**src/rtl/ifd_pkg.sv**
```systemverilog
// Shared types for the fetch/decode stage.
// Optional feature macro: IFD_ILLEGAL_HALT_EN (halt fetching on an illegal opcode).
package ifd_pkg;

  typedef enum logic [1:0] {
    T_ILLEGAL = 2'd0,
    T_I       = 2'd1,
    T_R       = 2'd2,
    T_S       = 2'd3
  } instr_type_e;

  localparam logic [6:0] OP_IMM   = 7'h13;
  localparam logic [6:0] OP_REG   = 7'h33;
  localparam logic [6:0] OP_STORE = 7'h03;

  typedef struct packed {
    instr_type_e itype;
    logic [6:0]  opcode;
    logic [4:0]  rd;
    logic [4:0]  rs1;
    logic [4:0]  rs2;
    logic [2:0]  funct3;
    logic [6:0]  funct7;
    logic [31:0] imm;
    logic [31:0] pc;
  } dec_pkt_t;

  typedef enum logic [1:0] {
    ST_IDLE = 2'd0,
    ST_RUN  = 2'd1,
    ST_HALT = 2'd2
  } ifd_state_e;

endpackage

```
**src/rtl/ifd_fifo.sv**
```systemverilog
// Synchronous FIFO of decoded packets; head reads as zero while empty.
module ifd_fifo
  import ifd_pkg::*;
#(
  parameter int unsigned DEPTH = 2
) (
  input  logic                     clock,
  input  logic                     reset_n,
  input  logic                     push,
  input  dec_pkt_t                 push_data,
  input  logic                     pop,
  output dec_pkt_t                 head,
  output logic                     valid,
  output logic [$clog2(DEPTH):0]   count
);

  localparam int unsigned AW = $clog2(DEPTH);

  dec_pkt_t       mem [DEPTH];
  logic [AW-1:0]  wr_ptr;
  logic [AW-1:0]  rd_ptr;
  logic           pop_ok;

  assign valid  = (count != '0);
  assign pop_ok = pop && valid;
  assign head   = valid ? mem[rd_ptr] : '0;

  // Storage, pointers and occupancy; the push side relies on upstream credit.
  always_ff @(posedge clock or negedge reset_n) begin
    if (!reset_n) begin
      for (int unsigned i = 0; i < DEPTH; i++) begin
        mem[i] <= '0;
      end
      wr_ptr <= '0;
      rd_ptr <= '0;
      count  <= '0;
    end else begin
      if (push) begin
        mem[wr_ptr] <= push_data;
        wr_ptr      <= wr_ptr + 1'b1;
      end
      if (pop_ok) begin
        rd_ptr <= rd_ptr + 1'b1;
      end
      case ({push, pop_ok})
        2'b10:   count <= count + 1'b1;
        2'b01:   count <= count - 1'b1;
        default: count <= count;
      endcase
    end
  end

endmodule

```
**src/rtl/instr_fetch_decode.sv**
```systemverilog
// Instruction fetch/decode stage with credit-limited requests and a packet FIFO.
// Optional feature macro: IFD_ILLEGAL_HALT_EN (halt fetching on an illegal opcode).
module instr_fetch_decode
  import ifd_pkg::*;
#(
  parameter int unsigned FIFO_DEPTH = 2,
  parameter logic [31:0] PC_RESET   = 32'h0
) (
  input  logic        clock,
  input  logic        reset_n,
  input  logic        enable,
  output logic        next_op,
  input  logic [31:0] instr,
  output logic        dec_valid,
  input  logic        dec_ready,
  output logic [1:0]  dec_type,
  output logic [6:0]  dec_opcode,
  output logic [4:0]  dec_rd,
  output logic [4:0]  dec_rs1,
  output logic [4:0]  dec_rs2,
  output logic [2:0]  dec_funct3,
  output logic [6:0]  dec_funct7,
  output logic [31:0] dec_imm,
  output logic [31:0] dec_pc,
  output logic        illegal_halt
);

  localparam int unsigned CW = $clog2(FIFO_DEPTH);

  ifd_state_e    state;
  logic          inflight;
  logic [31:0]   pc;
  dec_pkt_t      pkt;
  dec_pkt_t      head;
  logic          push;
  logic          pop;
  logic [CW:0]   count;
  logic [CW+1:0] committed;

  assign push = inflight;
  assign pop  = dec_valid && dec_ready;

  // Slots already owned (buffered + in flight - leaving now) bound new requests.
  assign committed = (CW+2)'(count) + (CW+2)'(inflight) - (CW+2)'(pop);
  assign next_op   = (state == ST_RUN) && (committed < (CW+2)'(FIFO_DEPTH));

  // Decode the word returned for the previous cycle's request.
  always_comb begin
    pkt        = '0;
    pkt.opcode = instr[6:0];
    pkt.rs1    = instr[19:15];
    pkt.funct3 = instr[14:12];
    pkt.pc     = pc;
    case (instr[6:0])
      OP_IMM: begin
        pkt.itype = T_I;
        pkt.rd    = instr[11:7];
        pkt.imm   = {{20{instr[31]}}, instr[31:20]};
      end
      OP_REG: begin
        pkt.itype  = T_R;
        pkt.rd     = instr[11:7];
        pkt.rs2    = instr[24:20];
        pkt.funct7 = instr[31:25];
      end
      OP_STORE: begin
        pkt.itype = T_S;
        pkt.rs2   = instr[24:20];
        pkt.imm   = {{20{instr[31]}}, instr[31:25], instr[11:7]};
      end
      default: begin
        pkt.itype = T_ILLEGAL;
        pkt.rs2   = instr[24:20];
      end
    endcase
  end

  // Control FSM, in-flight tracking and PC stamping.
  always_ff @(posedge clock or negedge reset_n) begin
    if (!reset_n) begin
      state    <= ST_IDLE;
      inflight <= 1'b0;
      pc       <= PC_RESET;
    end else begin
      inflight <= next_op;
      if (push) begin
        pc <= pc + 32'd4;
      end
      case (state)
        ST_IDLE: begin
          if (enable) state <= ST_RUN;
        end
        ST_RUN: begin
`ifdef IFD_ILLEGAL_HALT_EN
          if (push && (pkt.itype == T_ILLEGAL)) state <= ST_HALT;
          else if (!enable)                     state <= ST_IDLE;
`else
          if (!enable) state <= ST_IDLE;
`endif
        end
`ifdef IFD_ILLEGAL_HALT_EN
        ST_HALT: state <= ST_HALT;
`endif
        default: state <= ST_IDLE;
      endcase
    end
  end

`ifdef IFD_ILLEGAL_HALT_EN
  assign illegal_halt = (state == ST_HALT);
`else
  assign illegal_halt = 1'b0;
`endif

  ifd_fifo #(
    .DEPTH (FIFO_DEPTH)
  ) u_fifo (
    .clock     (clock),
    .reset_n   (reset_n),
    .push      (push),
    .push_data (pkt),
    .pop       (pop),
    .head      (head),
    .valid     (dec_valid),
    .count     (count)
  );

  assign dec_type   = head.itype;
  assign dec_opcode = head.opcode;
  assign dec_rd     = head.rd;
  assign dec_rs1    = head.rs1;
  assign dec_rs2    = head.rs2;
  assign dec_funct3 = head.funct3;
  assign dec_funct7 = head.funct7;
  assign dec_imm    = head.imm;
  assign dec_pc     = head.pc;

endmodule

```
**config.mk**
```make
export PLATFORM = sky130hd
export DESIGN_NAME = instr_fetch_decode
export DESIGN_NICKNAME = d
export VERILOG_FILES = /design/src/rtl/ifd_pkg.sv /design/src/rtl/ifd_fifo.sv /design/src/rtl/instr_fetch_decode.sv
export SDC_FILE = /design/constraint.sdc
export NUM_CORES = 1
export LEC_CHECK = 0
export CAP_MARGIN = 20
export CORE_MARGIN = 4
export CORE_UTILIZATION = 40
export CTS_BUF_LIST = sky130_fd_sc_hd__clkbuf_16
export DETAILED_ROUTE_END_ITERATION = 7
export SETUP_SLACK_MARGIN = 0.05
export SLEW_MARGIN = 20
export SYNTH_ARGS = -nofsm -noshare
export SYNTH_HDL_FRONTEND = slang
export SYNTH_HIERARCHICAL = 1
export SYNTH_SLANG_ARGS = --single-unit
```
**constraint.sdc**
```tcl
create_clock -name clock -period 3.1 [get_ports clock]
set_input_delay 0.62 -clock clock [delete_from_list [all_inputs] [get_ports clock]]
set_output_delay 0.62 -clock clock [all_outputs]
set_load 0.02 [all_outputs]
```
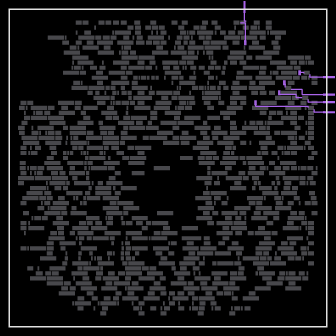
*Wires at chosen ports, followed through buffers, run 1*
Key: dec_rs2 = purple [direction output, edge 4 right, 1 top, end cells 5, buffers 5, wire 117 µm]
io pins: 137
IO Port Bufs: 135

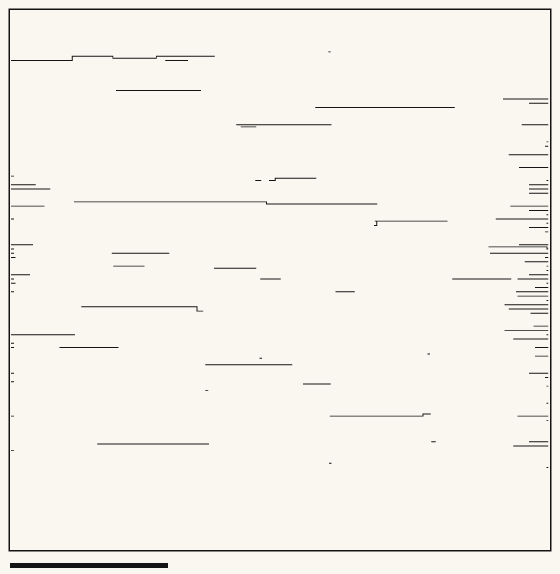
*M3 wires, run 1*
The bar under the picture is 50 µm long.
The layer holds 4.2% of the routed length. The wires run mostly horizontal. The longest straight run is 61.0 µm.
Vias: 6611
overall routed net length: 22400 µm

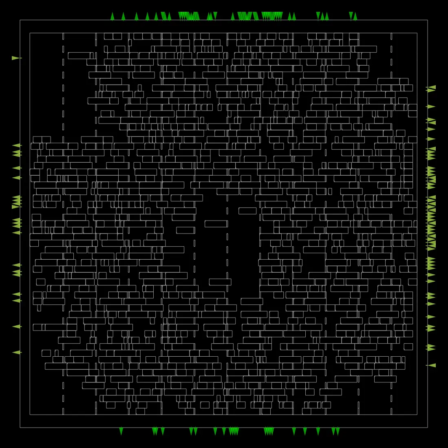
*Placement view, run 1*
final core occ: 51.2%
flop share of the area: 43.4%
row count: 59
Seq cells: 232

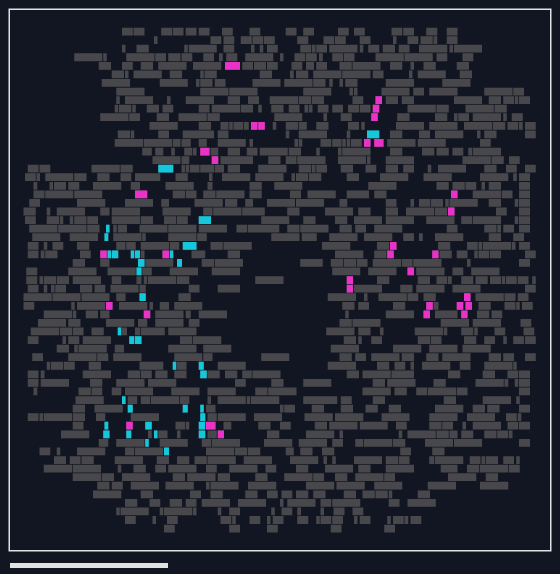
*Selected gate families, run 1*
The bar under the picture is 50 µm long.
Key: NAND gates = cyan [cells 35, most used nand2_1]; AND and OR gates = magenta [cells 32, most used and2_1]
Commonest Layout Cell: dfrtp_1
Final Non-Filler Cells: 1326
combinational share of cell area: 34.5%

-- run 1: metal layers --
layer / share of wire, % / wire, µm / up-vias
met5: 0 / 0 / -
met4: 1.5 / 341 / 0
met3: 4.2 / 928 / 26
met2: 46 / 10300 / 115
met1: 48 / 10800 / 3335
li1: - / - / 3135
-- run 1: worst max-delay path: stages --
cell and delay [ns]:
clkdlybuf4s50_1 0.49, and2_4 0.16, ha_4 0.19, nand2b_4 0.14, fa_2 0.52, and3_4 0.20
buf_6 0.12
-- run 1: area by class of cell --
type / instances / area [µm²]
fillers: 2366 / 12700
flip-flops and latches: 232 / 5810
multi-input cells: 537 / 4620
repair buffers: 161 / 1690
clock buffers: 27 / 676
well taps: 335 / 419
clock inverters: 20 / 110
inverters: 14 / 57.6
-- run 1: power groups by stage --
stage	combinational (mW)	clock [mW]	sequential [mW]
detailed placement	3.43	0	3.83
CTS	3.52	2.90	3.78
global route	3.80	3.05	3.86
global placement	3.40	0	3.82
finish	3.53	2.81	3.80
floorplan	2.25	0	3.75
-- run 1: repair_timing --
item	in CTS	in global routing
buffers inserted	1	2
cloned	0	1
gates resized	16	4
pin swaps	3	3
endpoints found under the setup margin	99	15
-- run 1: worst min path at each step --
stage / slack, ns / startpoint / end
5_1_grt: 0.13 / reset_n / u_fifo/mem[45]$_DFFE_PN0P_
3_3_place_gp: 0.47 / u_fifo/mem[141]$_DFFE_PN0P_ / u_fifo/mem[141]$_DFFE_PN0P_
3_5_place_dp: 0.47 / u_fifo/mem[140]$_DFFE_PN0P_ / u_fifo/mem[140]$_DFFE_PN0P_
2_1_floorplan: 0.32 / reset_n / inflight$_DFF_PN0_
6_report: 0.08 / reset_n / u_fifo/mem[154]$_DFFE_PN0P_
4_1_cts: 0.10 / reset_n / u_fifo/mem[45]$_DFFE_PN0P_
==> flow_summary.yaml, run 1 <==
# implementation run metrics
outcome:
  status: "finished clean"
finish:
  insertedDiodeCount: 0
  top_register: "u_fifo/mem"
  area_delta_synth_final_pct: 25.3
  final_cell_area_um2: 13400
  reg_top3: "u_fifo/mem (196), pc (30), u_fifo/count (2)"
  lay_top_cells: "dfrtp_1 (231), mux2_2 (177), clkdlybuf4s50_1 (133), nor2_1 (114), mux2i_1 (102)"
  nNetsFinal: 1012
  drive_above_1_share_pct: 26.1
  largest_register_ffs: 196
place:
  placed_cells_incl_taps: 1275
  dp_hpwl_um: 14100
  gp_congestion: 0.697
  place_area_um2: 12500
  post-place-ws_ns: -0.534
detailed_routing:
  ant_nets: 0
  avgRoutedWirePerCell_um: 16.9
  drc_errors: 0
  firstDrtPassIters: 4
  drt_iter0_drc: 290
  vias_per_cell: 4.99
timing:
  rsz0062_at_grt: "yes"
  setup_tns_ns: 0
  period_minus_slack_ns: 3.06
  timing.final.ws_setup_ns: 0.0438
  fin_skew_ns: 0.00693
  slew_headroom_pct: 58.1
  hold_slack_ns: 0.0788
  setup_violations: 0
  tightest_slew_ns: 0.620
  fmax_ghz: 0.327
  report.final.slew_viol_count: 0
  hold_viol_final: 0
  finalCritPeriodShare_pct: 98.6
pwr:
  leakage_nw: 6.51
  seqPwrFrac_pct: 37.5
  swShare_pct: 32.2
  p_per_area_nw_per_um2: 757
  power_switching_mw: 3.27
  clkPwrFrac_pct: 27.7
  p_comb_share_pct: 34.8
  p_int_mw: 6.86
  power_mw: 10.1
  peakVddDrop_mv: 0.407
global_routing:
  overflow: 0
  grt_pass1_wl_um: 37100
  grt_pass1_vias: 7020
  grt_start_max_net_pins: 99
  grt.busiest_layer: "met2"
  track_usage_pct: 15.4
  antenna_found_initial: 0
  gr-usage-met2_pct: 24.7
  grtUsageMet1_pct: 22.2
  grt.met3_usage_pct: 2.41
floorplanning:
  die_width_um: 171
  die_area_um2: 29400
  core_um2: 26100
  initial_core_util_pct: 40.9
  die_h_um: 171
logic_synthesis:
  syn_avg_cell_area_um2: 12.9
  async_reset_ff_share_pct: 100
  ys_sh_aoi_pct: 0
  topCombFamilyByArea: "multiplexers"
  mux_share_pct: 30.4
  ys.warnings.count: 6
  area_leaders: "dfrtp_1 (54%), mux2_2 (19%), mux2i_1 (9.7%)"
  edf_count: 0
  largest_area_cell: "dfrtp_1"
  ys_ff: 232
  syn_inst: 826
  synth_area_um2: 10700
  ys_sh_adder_pct: 0.539
  top_cell: "dfrtp_1"
  ys_sh_simple_pct: 8.66
  flop_cell: "dfrtp_1"
  ys_cells: 826
  ys_sh_xor_pct: 2.95
  ys_seq_share_pct: 54.4
  common_cells: "dfrtp_1 (232), mux2_2 (177), nor2_1 (115)"
  synth_cell_types: 36
  yosysChipArea_um2: 10700
  synth_top_area_share_pct: 54.4
clock_tree:
  numCtsBuffers: 26
  cts_root_buf: "clkbuf_16"
  clkLatencyLatePin_ns: 0.51
  cts_tree: "built"
  htreeDepth: 1
  cts.sinks: 232
  clk_pin_slew_ns: 0.06
  cts-hold-fix-buffers: 0
  clock_path_buffers: 3
setup_path:
  reg2reg_to: "pc[31]$_DFFE_PN0P_"
  reg2reg_from: "inflight$_DFF_PN0_"
  start_kind: "input port"
  crit_arrival_ns: 2.44
  critPathCaptureType: "output pin"
  regToRegSetupSlack_ns: 1.12
  critPathRequiredTime_ns: 2.48
  crit_fanout: 2
  worst-setup-path-type: "in2out"
  reg2reg_depth: 5
  worstSetupEndpoint: "next_op"
  crit_path_start: "dec_ready"
job:
  warnings: 28
  cap_violations: 0
hold_path:
  hold_path.class: "in2async"
### Cell density map, run 1

The die is cut into 17 by 17 equal tiles; black is low, pale yellow is high, 0 to 100% covered.
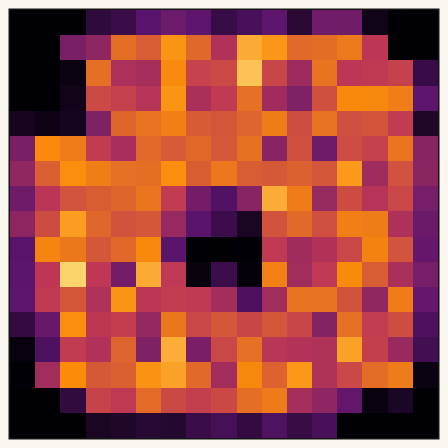

==> inputs of run 2 (changes only) <==
--- a/config.mk
+++ b/config.mk
@@ -10,6 +10,7 @@
 export CORE_UTILIZATION = 40
 export CTS_BUF_LIST = sky130_fd_sc_hd__clkbuf_16
 export DETAILED_ROUTE_END_ITERATION = 7
+export GPL_TIMING_DRIVEN = 0
 export SETUP_SLACK_MARGIN = 0.05
 export SLEW_MARGIN = 20
 export SYNTH_ARGS = -nofsm -noshare
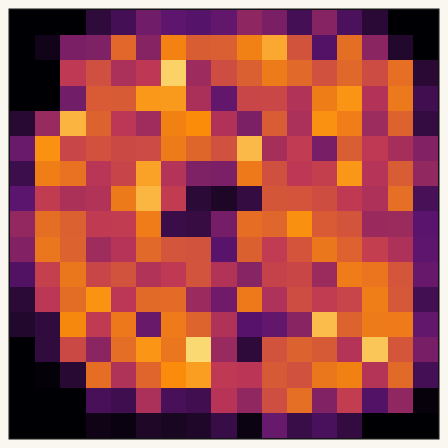
*Cell density map, run 2*
The die is cut into 17 by 17 equal tiles; black is low, pale yellow is high, 0 to 100% covered.
6.6% of the tiles are over 75% full. The emptiest ninth of the die: lower left. The mean over all tiles is 44%. 8.3% of the tiles are nearly empty.
core area: 26100 µm²
final core occ: 51.3%
fp util: 40.9%

==> run 2 against run 1 <==
  * Global-route usage is 0.75 points higher
  * Area after synthesis stayed put
  * Sequential share of layout area is 0.074 points lower
  * Combinational power is 1% higher
  * Non-clock buffer count is 25 higher
==> flow_summary.yaml, run 2 <==
# implementation run metrics
outcome:
  status: "finished clean"
logic_synthesis:
  area_leaders: "dfrtp_1 (54%), mux2_2 (19%), mux2i_1 (9.7%)"
  ys.warnings.count: 6
  ys_ff: 232
  async_reset_ff_share_pct: 100
  largest_area_cell: "dfrtp_1"
  synth_cell_types: 36
  flop_cell: "dfrtp_1"
  syn_avg_cell_area_um2: 12.9
  ys_seq_share_pct: 54.4
  common_cells: "dfrtp_1 (232), mux2_2 (177), nor2_1 (115)"
  synth_top_area_share_pct: 54.4
  yosysChipArea_um2: 10700
  top_cell: "dfrtp_1"
  ys_cells: 826
  synth_area_um2: 10700
  syn_inst: 826
setup_path:
  cp_top_family: "buffers and inverters"
  worst-setup-path-type: "in2out"
  crit_path_max_incr_delay_ns: 0.50
  crit_fanout: 2
  start_kind: "input port"
  crit_buf_inv: 2
  reg2reg_from: "inflight$_DFF_PN0_"
  regToRegSetupSlack_ns: 1.07
  reg2reg_to: "pc[31]$_DFFE_PN0P_"
  critPathRequiredTime_ns: 2.48
  crit_arrival_ns: 2.44
  critPathCaptureType: "output pin"
  worstPathCellList: "clkdlybuf4s50_1, and2_4, ha_4, nand2b_4, fa_2, xnor2_2, and3_4, buf_6"
  cp_slowest_cell: "clkdlybuf4s50_1"
  reg2reg_depth: 5
  crit_path_start: "dec_ready"
place:
  dp_hpwl_um: 16100
  post-place-ws_ns: -0.891
  place_area_um2: 12500
  gp_congestion: 0.747
  placed_cells_incl_taps: 1301
  io_buffers: 134
detailed_routing:
  vias_per_cell: 4.93
  totalWireLength_um: 23600
  avgRoutedWirePerCell_um: 17.4
  firstDrtPassIters: 4
  drt_iter0_drc: 244
  drc_errors: 0
  vias: 6667
finish:
  insertedDiodeCount: 0
  reg_top3: "u_fifo/mem (196), pc (30), u_fifo/count (2)"
  filler_cell_count: 2331
  top_register: "u_fifo/mem"
  final_cell_area_um2: 13400
  mostFrequentLayoutCell: "dfrtp_1"
  instances_no_fill: 1352
  nNetsFinal: 1037
  lay_top_cells: "dfrtp_1 (230), mux2_2 (177), clkdlybuf4s50_1 (132), nor2_1 (114), mux2i_1 (103)"
  largest_register_ffs: 196
  drive_above_1_share_pct: 28.0
  area_delta_synth_final_pct: 25.5
clock_tree:
  htreeDepth: 1
  cts_resized: 24
  cts_tree: "built"
  cts-hold-fix-buffers: 0
  clk_pin_slew_ns: 0.06
  clock_path_buffers: 3
  cts.sinks: 232
  cts_root_buf: "clkbuf_16"
  clkLatencyLatePin_ns: 0.52
  numCtsBuffers: 26
timing:
  rsz0062_at_grt: "yes"
  hold_slack_ns: 0.0551
  report.final.slew_viol_count: 0
  fin_skew_ns: 0.0182
  tightest_slew_ns: 0.698
  fmax_ghz: 0.327
  period_minus_slack_ns: 3.06
  slew_headroom_pct: 53.4
  setup_violations: 0
  hold_viol_final: 0
  timing.final.ws_setup_ns: 0.0414
  setup_tns_ns: 0
pwr:
  p_per_area_nw_per_um2: 758
  peakVddDrop_mv: 0.505
floorplanning:
  ioPinCount: 137
  die_h_um: 171
  rows: 59
  die_area_um2: 29400
  die_width_um: 171
global_routing:
  grt.met3_usage_pct: 2.32
  grt_pass1_vias: 7005
  antenna_found_initial: 0
  grt.busiest_layer: "met2"
  grt_pass1_wl_um: 38100
  grt_start_max_net_pins: 92
  overflow: 0
  grtUsageMet1_pct: 23.4
  track_usage_pct: 16.1
  gr-usage-met2_pct: 26.1
job:
  cap_violations: 0
  warnings: 28
hold_path:
  hold_path.class: "in2async"
-- run 2: netlist changes by cell type in the layout (fill, tap and decap cells not counted), moves of 2 or more --
cell | before | now
buf_2 | 0 | 22
clkinv_2 | 4 | 6
buf_4 | 15 | 12
buf_6 | 3 | 6
dfrtp_2 | 0 | 2
clkbuf_4 | 0 | 3
clkbuf_2 | 0 | 6
buf_12 | 6 | 0
-- run 2: logic make-up after synthesis --
kind of cell             Yosys count  share of synthesized area [%]
AND/OR/NAND/NOR                  192                           8.66
XOR/XNOR                          36                           2.95
adder cells (fa/ha/maj)            4                          0.539
flip-flops                       232                           54.4
multiplexers                     300                           30.4
other                              1                         0.0351
buffers and inverters             61                           3.02
-- run 2: routing by layer --
| layer | part of all wire, % | vias to the layer above |
|---|---|---|
| li1 | - | 3193 |
| met4 | 1.8 | 0 |
| met3 | 3.2 | 27 |
| met5 | 0 | - |
| met1 | 49 | 3338 |
| met2 | 46 | 109 |
-- run 2: layout make-up --
| type | count | area [µm²] | area share, % |
|---|---|---|---|
| plain buffers | 46 | 287 | 2.14 |
| clock buffers | 27 | 676 | 5.04 |
| clock inverters | 21 | 113 | 0.840 |
| inverters | 14 | 57.6 | 0.429 |
| multi-input cells | 537 | 4610 | 34.4 |
| flip-flops and latches | 232 | 5810 | 43.3 |
| well taps | 335 | 419 | 3.13 |
| repair buffers | 140 | 1430 | 10.7 |
-- run 2: worst max path at each step --
stage	to	slack, ns	cells past startpoint
after CTS	next_op	-0.05	8
after detailed placement	next_op	-0.89	9
after global placement	u_fifo/mem[101]$_DFFE_PN0P_	-8.76	1
after floorplan	next_op	0.13	8
after global routing	next_op	-0.06	8
final	next_op	0.04	8
-- run 2: report_power, final --
part | switching (mW) | internal, mW
Combinational | 1.86 | 1.71
Clock | 1.18 | 1.64
Sequential | 0.267 | 3.50
### M3 wires, run 2

The bar under the picture is 50 µm long.
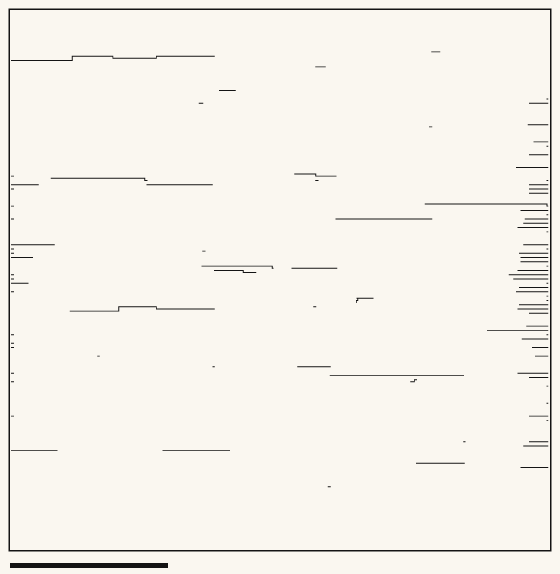

==> inputs of run 3 (changes only) <==
--- a/config.mk
+++ b/config.mk
@@ -6,11 +6,14 @@
 export NUM_CORES = 1
 export LEC_CHECK = 0
 export CAP_MARGIN = 20
+export CELL_PAD_IN_SITES_DETAIL_PLACEMENT = 0
+export CELL_PAD_IN_SITES_GLOBAL_PLACEMENT = 1
 export CORE_MARGIN = 4
 export CORE_UTILIZATION = 40
 export CTS_BUF_LIST = sky130_fd_sc_hd__clkbuf_16
 export DETAILED_ROUTE_END_ITERATION = 7
 export GPL_TIMING_DRIVEN = 0
+export PLACE_DENSITY_LB_ADDON = 0.1
 export SETUP_SLACK_MARGIN = 0.05
 export SLEW_MARGIN = 20
 export SYNTH_ARGS = -nofsm -noshare
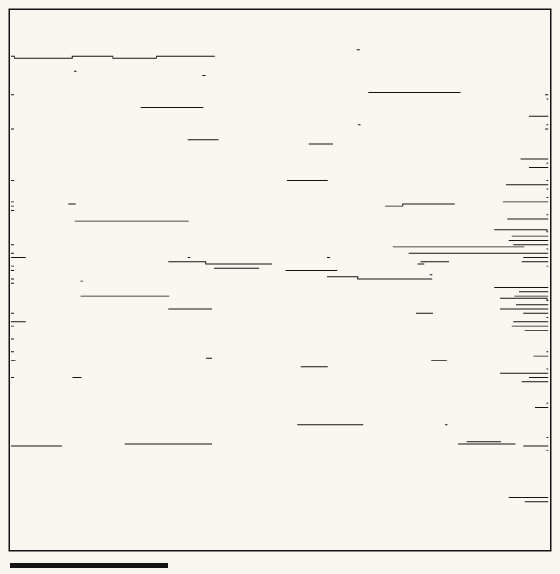
*M3 wires, run 3*
The bar under the picture is 50 µm long.
The layer holds 3.8% of the routed length. The wires run mostly horizontal. The layer carries 889 µm of wire. 80 nets have wire on it.
overall routed net length: 23700 µm
met3 Resource Use GR: 2.51%
Vias: 6684

==> run 3 against run 2 <==
  * The run now ends with negative setup slack left
  * First-iteration DRC count is 29% higher
  * Clock skew down 0.0094 ns
  * Area after synthesis is the same
  * Non-clock buffer count increased by 2
  * Sequential cell count stayed put
  * Cell count hardly changed
  * Clock power about the same
==> flow_summary.yaml, run 3 <==
# implementation run metrics
pwr:
  p_per_area_nw_per_um2: 759
  peakVddDrop_mv: 0.339
job:
  cap_violations: 0
  warnings: 28
detailed_routing:
  vias_per_cell: 4.94
  avgRoutedWirePerCell_um: 17.5
  drc_errors: 0
finish:
  insertedDiodeCount: 0
  lay_top_cells: "dfrtp_1 (230), mux2_2 (177), clkdlybuf4s50_1 (131), nor2_1 (114), mux2i_1 (103)"
  mostFrequentLayoutCell: "dfrtp_1"
  top_register: "u_fifo/mem"
  utilization_pct: 51.4
  area_delta_synth_final_pct: 25.7
  reg_top3: "u_fifo/mem (196), pc (30), u_fifo/count (2)"
timing:
  period_minus_slack_ns: 3.11
  timing.final.ws_setup_ns: -0.0120
  rsz0062_at_grt: "yes"
  slew_headroom_pct: 52.6
  setup_violations: 1
  report.final.slew_viol_count: 0
  hold_slack_ns: 0.0682
  tightest_slew_ns: 0.710
  fmax_ghz: 0.321
  fin_skew_ns: 0.00882
  setup_tns_ns: -0.0120
  hold_viol_final: 0
logic_synthesis:
  top_cell: "dfrtp_1"
  async_reset_ff_share_pct: 100
  largest_area_cell: "dfrtp_1"
  ys_ff: 232
  common_cells: "dfrtp_1 (232), mux2_2 (177), nor2_1 (115)"
  yosysChipArea_um2: 10700
  synth_top_area_share_pct: 54.4
  ys_seq_share_pct: 54.4
  area_leaders: "dfrtp_1 (54%), mux2_2 (19%), mux2i_1 (9.7%)"
setup_path:
  crit_buf_inv: 3
  crit_path_start: "u_fifo/count[1]$_DFFE_PN0P_"
  critPathCaptureType: "output pin"
  worstSetupEndpoint: "next_op"
  reg2reg_depth: 5
  regToRegSetupSlack_ns: 1.02
  worst-setup-path-type: "reg2out"
  start_kind: "flop"
  critPathRequiredTime_ns: 2.48
  crit_arrival_ns: 2.49
  worstPathCellList: "nor2_4, buf_6, inv_4, and2_4, ha_4, nand2b_4, fa_2, and3_4, buf_6"
  cp_top_family: "adder cells"
  cp_slowest_cell: "fa_2"
  reg2reg_to: "pc[31]$_DFFE_PN0P_"
clock_tree:
  cts-hold-fix-buffers: 0
  cts_tree: "built"
  cts.sinks: 232
  cts_root_buf: "clkbuf_16"
  clock_path_buffers: 3
  htreeDepth: 1
floorplanning:
  core_um2: 26100
  die_width_um: 171
  rows: 59
  die_h_um: 171
  ioPinCount: 137
  die_area_um2: 29400
hold_path:
  hold_path.class: "in2async"
global_routing:
  grt_pass1_wl_um: 38700
  track_usage_pct: 16.3
  antenna_found_initial: 0
  overflow: 0
outcome:
  status: "finished with violations"
  violations: "negative setup slack"
place:
  dp_hpwl_um: 16300
  gp_congestion: 0.733
  io_buffers: 134
==> run 3: cell types whose count changed in the layout (fill, tap and decap cells not counted), sizes merged <==
cell	delta
inv	-2
buf	-1
clkbuf	+3
clkdlybuf4s50	-1
dlymetal6s2s	+1
clkinv	+1
==> run 3: stage by stage <==
step                std cells  area, µm²
CTS                      1353      13400
finish                   1353      13400
detailed placement       1302      12500
global route             1353      13400
global placement         1299      12500
floorplan                 830      10700
==> run 3: repair_timing <==
item / CTS / global route
pin swaps: 6 / 1
resized: 24 / 14
buffers inserted: 5 / 0
endpoints found under the setup margin: 99 / 48
==> run 3: cell type report <==
cell class / instances / area (µm²)
Buffer: 46 / 289
Tap cell: 335 / 419
Sequential cell: 232 / 5810
Clock inverter: 20 / 109
Fill cell: 2382 / 12700
Multi-Input combinational cell: 537 / 4610
Inverter: 14 / 60.1
Clock buffer: 27 / 676
Timing Repair Buffer: 142 / 1450
==> run 3: cell families (layout without fill, tap and decap cells) <==
| group | Yosys count | after routing | share of synthesized area [%] |
|---|---|---|---|
| simple gates | 192 | 192 | 8.66 |
| fa+ha+maj | 4 | 4 | 0.539 |
| mux | 300 | 300 | 30.4 |
| buf+inv | 61 | 249 | 3.02 |
| flops | 232 | 232 | 54.4 |
| other cells | 1 | 5 | 0.0351 |
| xor+xnor | 36 | 36 | 2.95 |
==> run 3: power breakdown <==
group | internal (mW) | switching [mW] | leakage [nW]
Clock | 1.64 | 1.18 | 0.406
Combinational | 1.74 | 1.87 | 3.09
Sequential | 3.50 | 0.265 | 3.11
==> run 3: layer usage <==
metal  track usage (%)  up-vias  share of wire, %
met3              2.51       34               3.8
li1                  -     3200                 -
met5                 0        -                 0
met1              23.3     3333                47
met2              26.6      117                47
met4              3.24        0               2.0
Power figures rest on the tool's default switching activity, not on a simulated workload.
